`config.mk`:
```
export PLATFORM = sky130hd
export DESIGN_NAME = add_pattern_engine
export DESIGN_NICKNAME = d
export VERILOG_FILES = /design/src/rtl/add_pattern_engine.sv
export SDC_FILE = /design/constraint.sdc
export NUM_CORES = 2
export LEC_CHECK = 0
export CAP_MARGIN = 20
export CORE_ASPECT_RATIO = 1.75
export CORE_UTILIZATION = 30
export CTS_CLUSTER_DIAMETER = 60
export DETAILED_ROUTE_END_ITERATION = 8
export GPL_TIMING_DRIVEN = 0
export HOLD_SLACK_MARGIN = 0.08
export PLACE_DENSITY = 0.43
export SKIP_CTS_REPAIR_TIMING = 1
export SYNTH_ARGS = -nofsm -noshare
export SYNTH_HDL_FRONTEND = slang
export SYNTH_SLANG_ARGS = --single-unit
```
`constraint.sdc`:
```
create_clock -name clk -period 12.8 [get_ports clk]
set_input_delay 1.28 -clock clk [delete_from_list [all_inputs] [get_ports clk]]
set_output_delay 1.28 -clock clk [all_outputs]
set_load 0.05 [all_outputs]
```
`src/rtl/add_pattern_engine.sv`:
```
// add_pattern_engine: on-chip self-test engine that streams stored operand pairs into an adder
// and checks each returned sum against a golden table, counting and reporting mismatches.
module add_pattern_engine #(
  parameter int DATA_W  = 4,
  parameter int DEPTH   = 100,
  parameter int ADDR_W  = 7,
  parameter int WARMUP  = 10,
  parameter int LATENCY = 0
) (
  input  logic              clk,
  input  logic              rst,
  input  logic              load_en,
  input  logic [ADDR_W-1:0] load_addr,
  input  logic [DATA_W-1:0] load_a,
  input  logic [DATA_W-1:0] load_b,
  input  logic [DATA_W:0]   load_c,
  input  logic              start,
  output logic [DATA_W-1:0] op_a,
  output logic [DATA_W-1:0] op_b,
  output logic              op_valid,
  input  logic [DATA_W:0]   res_c,
  output logic              busy,
  output logic              done,
  output logic              pass,
  output logic [ADDR_W:0]   err_cnt,
  output logic              fail_valid,
  output logic [ADDR_W-1:0] fail_idx
);
  localparam int CW = $clog2((WARMUP > LATENCY ? WARMUP : LATENCY) + 1) + 1;
  localparam logic [CW-1:0] WU = CW'(WARMUP);
  localparam logic [CW-1:0] LT = CW'(LATENCY);
  localparam logic [ADDR_W-1:0] LAST = ADDR_W'(DEPTH - 1);
  localparam logic [ADDR_W:0] DEPTH_L = (ADDR_W + 1)'(DEPTH);
  typedef enum logic [2:0] {S_IDLE, S_WARMUP, S_RUN, S_DRAIN, S_DONE} state_t;
  state_t r_state, w_next;
  logic [DATA_W-1:0] r_mem_a [2**ADDR_W];
  logic [DATA_W-1:0] r_mem_b [2**ADDR_W];
  logic [DATA_W:0]   r_mem_c [2**ADDR_W];
  logic [CW-1:0]     r_cnt;
  logic [ADDR_W-1:0] r_idx, r_fail_idx, w_iidx, w_chk_idx;
  logic [DATA_W-1:0] r_op_a, r_op_b;
  logic [ADDR_W:0]   r_err;
  logic              r_op_valid, r_fail_valid;
  logic              w_idle, w_start, w_issue, w_chk_v, w_mis;
  assign w_idle  = (r_state == S_IDLE) || (r_state == S_DONE);
  assign w_start = w_idle && start;
  assign w_issue = (w_next == S_RUN);
  assign w_iidx  = (r_state == S_RUN) ? r_idx + ADDR_W'(1) : '0;
  assign w_mis   = w_chk_v && (res_c !== r_mem_c[w_chk_idx]);
  // Tables are writable only while idle; a write coinciding with start lands before the first read.
  always_ff @(posedge clk) begin
    if (load_en && w_idle && ({1'b0, load_addr} < DEPTH_L)) begin
      r_mem_a[load_addr] <= load_a;
      r_mem_b[load_addr] <= load_b;
      r_mem_c[load_addr] <= load_c;
    end
  end
  always_comb begin
    w_next = r_state;
    case (r_state)
      S_IDLE, S_DONE: w_next = start ? S_WARMUP : r_state;
      S_WARMUP:       w_next = (r_cnt == WU) ? S_RUN : S_WARMUP;
      S_RUN:          w_next = (r_idx == LAST) ? S_DRAIN : S_RUN;
      S_DRAIN:        w_next = (r_cnt == LT) ? S_DONE : S_DRAIN;
      default:        w_next = S_IDLE;
    endcase
  end
  // r_cnt restarts on every state change, so it times both the warm-up and the drain.
  always_ff @(posedge clk or posedge rst) begin
    if (rst) begin
      r_state      <= S_IDLE;
      r_cnt        <= '0;
      r_idx        <= '0;
      r_op_a       <= '0;
      r_op_b       <= '0;
      r_op_valid   <= 1'b0;
      r_err        <= '0;
      r_fail_valid <= 1'b0;
      r_fail_idx   <= '0;
    end else begin
      r_state      <= w_next;
      r_cnt        <= (w_next != r_state) ? '0 : r_cnt + CW'(1);
      r_idx        <= w_issue ? w_iidx : r_idx;
      r_op_valid   <= w_issue;
      r_op_a       <= w_issue ? r_mem_a[w_iidx] : '0;
      r_op_b       <= w_issue ? r_mem_b[w_iidx] : '0;
      r_err        <= w_start ? '0 : r_err + {{ADDR_W{1'b0}}, w_mis};
      r_fail_valid <= w_mis;
      r_fail_idx   <= w_mis ? w_chk_idx : r_fail_idx;
    end
  end
  generate
    if (LATENCY == 0) begin : g_comb
      assign w_chk_v   = r_op_valid;
      assign w_chk_idx = r_idx;
    end else begin : g_pipe
      logic              r_dv [LATENCY];
      logic [ADDR_W-1:0] r_di [LATENCY];
      always_ff @(posedge clk or posedge rst) begin
        if (rst) begin
          for (int k = 0; k < LATENCY; k++) begin
            r_dv[k] <= 1'b0;
            r_di[k] <= '0;
          end
        end else begin
          r_dv[0] <= r_op_valid;
          r_di[0] <= r_idx;
          for (int k = 1; k < LATENCY; k++) begin
            r_dv[k] <= r_dv[k-1];
            r_di[k] <= r_di[k-1];
          end
        end
      end
      assign w_chk_v   = r_dv[LATENCY-1];
      assign w_chk_idx = r_di[LATENCY-1];
    end
  endgenerate
  assign op_a       = r_op_a;
  assign op_b       = r_op_b;
  assign op_valid   = r_op_valid;
  assign busy       = (r_state == S_WARMUP) || (r_state == S_RUN) || (r_state == S_DRAIN);
  assign done       = (r_state == S_DONE);
  assign pass       = done && (r_err == '0);
  assign err_cnt    = r_err;
  assign fail_valid = r_fail_valid;
  assign fail_idx   = r_fail_idx;
endmodule

```
==> impl_metrics.csv <==
group,metric,value,unit
floorplan,die_x,362.7,microns
hold_path,whs_endpoint,"r_cnt[0]",
status,status,"completed",
routing,wire_per_inst,41.57,microns
sta,setup_violations,0,
routing,drtIter0Drc,5542,
sta,tightest_slew,1.296,ns
yosys,yosys_warnings,0,
yosys,common_cells,"1664 x edfxtp_1, 308 x nand2_1, 277 x nand3_1",
finish,nets,4962,
yosys,ys_seq_share,74.62,%
setup_path,crit_fanout,10,
setup_path,rrSetupSlack,5.77,ns
flow_run,cap_violations,0,
clock_tree,cts_tree,"done",
sta,hold_viol,0,
setup_path,crit_type,"flop to flop",
routing,top_layer_used,"met5",
yosys,syn-cell-area,0.06831,sq mm
yosys,synth_cells,4176,
hold_path,min_path_cells,1,
flow_run,log.warning_count,32,
floorplan,dieArea,0.2297,sq mm
routing,post_drt_via_cell_ratio,5.614,
yosys,ys_cells,4176,
sta,rsz0062_at_grt,"false",
power_and_ir_drop,power-per-cell-area,165.1,mW/mm^2
floorplan,initial_utilization,30.18,%
routing,drtPass1Iterations,7,
place,port_buffers,56,
floorplan,die_h,633.2,microns
setup_path,cp.required,13.49,ns
routing,met3_length,20790,microns
clock_tree,numCtsBuffers,169,
setup_path,r2r-start,"r_idx[1]",
setup_path,rr_endpoint,"op_b[3]",
hold_path,hold_path_startpoint,"r_cnt[0]",
routing,wl_met2,167800,microns
clock_tree,htree_levels,4,
clock_tree,clock_latency,0.87,ns
finish,drive_gt1_share,15.45,%
yosys,synth.distinct_cells,71,
sta,slew_viol_final,0,
setup_path,crit_path_end_kind,"flop",
yosys,most_common_cell,"edfxtp_1",
place,place_hpwl,243500,microns
yosys,synthTopCellsByArea,"edfxtp_1 73%, mux4_2 4.3%, nand3_1 2.0%",
routing,vias,45450,
clock_tree,cts_num_sinks,1704,
clock_tree,ctsRootBufferMaster,"clkbuf_16",
global_route,grt_max_degree,101,
clock_tree,cts.path.max_buffers,4,
sta,final.setup.tns,0,ns
routing,wl_met1,110000,microns
global_route,gr-total-overflow,0,
setup_path,rr_worst_depth,15,
hold_path,hold_path.class,"flop to flop",
routing,ant_nets,0,
yosys,async_flop_share,2.347,%
yosys,edf_count,1664,
setup_path,start_kind,"flop",
setup_path,critPathArrivalTime,7.72,ns
power_and_ir_drop,p_leak,26.34,nW
## layer usage
metal | vias to the layer above | GRT usage (%)
met2 | 2520 | 50.17
met4 | 6 | 27.18
met1 | 23780 | 29.89
met5 | - | 0
li1 | 18140 | -
met3 | 1003 | 4.678
## placed cells by master (no fill, tap or decap), drive strengths merged, types with 20 or more instances in the layout
cell type         n
o311ai           23
mux2i            42
clkdlybuf4s50    43
nand2           308
a211o            24
a2111oi          81
clkinv           56
o21ai           127
nor2b            29
a31oi            26
o211ai           34
dfrtp            40
a211oi          142
a311oi          113
edfxtp         1664
nor3             40
nand3           277
conb            364
a22oi            82
a21oi            48
nor2            147
a311o            50
clkbuf          459
a221o            39
mux4            145
buf             274
a221oi           33
and2             78
and3             78
mux2             20
inv              25
## stage by stage
stage / setup slack (ns) / total power [mW] / std cells / hold slack (ns) / instance area (sq um)
floorplan: 8.764 / 7.432 / 4539 / 0.4547 / 69670
global placement: 4.917 / 8.633 / 7624 / 0.4782 / 74020
detailed placement: 5.831 / 8.704 / 7780 / 0.4998 / 77830
CTS: 5.826 / 13.76 / 8080 / 0.5089 / 83260
global route: 5.858 / 13.99 / 8086 / 0.5375 / 83340
finish: 5.770 / 13.76 / 8096 / 0.4956 / 83370
## sequential cells by signal (all words and copies together), names as in the netlist
register / flops
op_a: 4
err_cnt: 8
r_state: 3
fail_idx: 7
r_cnt: 5
fail_valid: 1
r_mem_c: 640
r_idx: 7
op_b: 4
r_mem_b: 512
r_mem_a: 512
op_valid: 1
## critical path: stages, from the launching register on
cell	delay, ns
dfrtp_1	0.70
buf_4	0.34
buf_2	0.44
buf_4	0.37
buf_4	0.33
nand3_1	0.14
xnor2_1	0.15
buf_4	0.22
nor2_1	0.48
buf_2	0.60
clkbuf_2	0.68
clkbuf_1	0.68
a31oi_1	0.19
a211oi_1	0.41
o311ai_0	0.44
a21oi_1	0.59
## where the power goes
| part | internal (mW) | total (mW) | switching, mW | leakage, nW |
|---|---|---|---|---|
| logic | 0.620 | 2.32 | 1.70 | 7.91 |
| registers | 6.26 | 6.31 | 0.0486 | 15.8 |
| clock network | 2.87 | 5.13 | 2.27 | 2.65 |
| total | 9.75 | 13.8 | 4.02 | 26.3 |
## cells by family after synthesis
kind of cell	share of synthesized area, %
adders and majority gates	0.1099
xor gates and xnor gates	0.2436
AOI/OAI and AO/OA	9.816
DFF	74.62
and+or+nand+nor	7.041
buffers and inverters	2.356
muxes	5.809
other	0.005490
## how the worst max path moves through the flow
stage | startpoint | to | slack (ns) | cells past startpoint
after detailed placement | r_idx[1] | op_b[3] | 5.83 | 15
after floorplan | r_idx[1] | err_cnt[4] | 8.76 | 16
final | r_idx[1] | op_b[3] | 5.77 | 15
after global placement | r_idx[1] | op_b[1] | 4.92 | 15
after global routing | r_idx[1] | op_b[3] | 5.86 | 15
after CTS | r_idx[1] | op_b[3] | 5.83 | 15
## final cells by class
cell class,count,area [sq um]
Multi-Input combinational cell,2470,17840
Clock inverter,83,877.1
Buffer,344,1543
Sequential cell,1704,50970
Fill cell,21500,142900
Inverter,21,78.83
Tap cell,3029,3790
Timing Repair Buffer,217,3686
Antenna cell,11,27.53
Clock buffer,217,4556
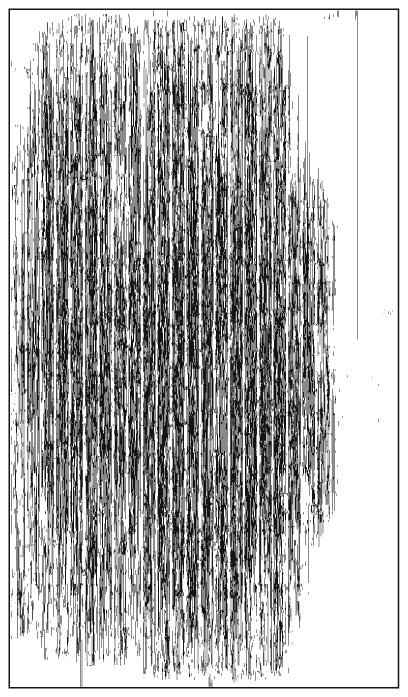
Fig. 1. The metal 2 layer.
The layer holds 50% of the routed length. 4266 nets have wire on it. The wires run mostly vertical.

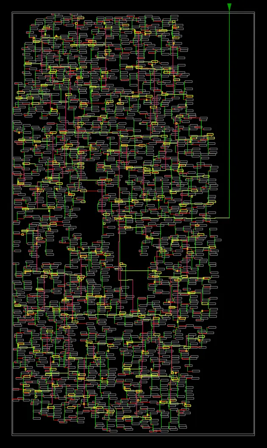
Fig. 2. Clock wiring as the flow saved it.
clock-net power: 5.13 mW
Layout clock buffers: 217

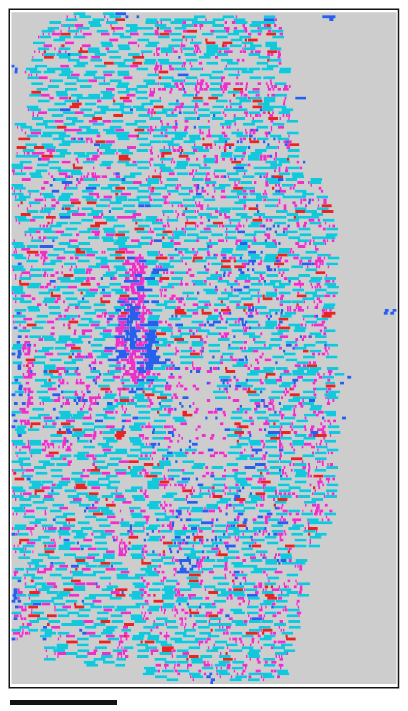
Fig. 3. Placement by cell class.
Bar = 100 microns. Fill, decap, tap and diode cells in gray.
Red is clock drivers and dummy loads, cells 300. Blue is other buffers and delay cells, cells 561. Cyan is flip-flops, cells 1704. Magenta is all other logic, cells 2491.
Core Util, Final: 36.84%
cell row count: 231
flop share of the area: 61.14%
final instance area: 0.08337 sq mm

Power figures rest on the tool's default switching activity, not on a simulated workload.
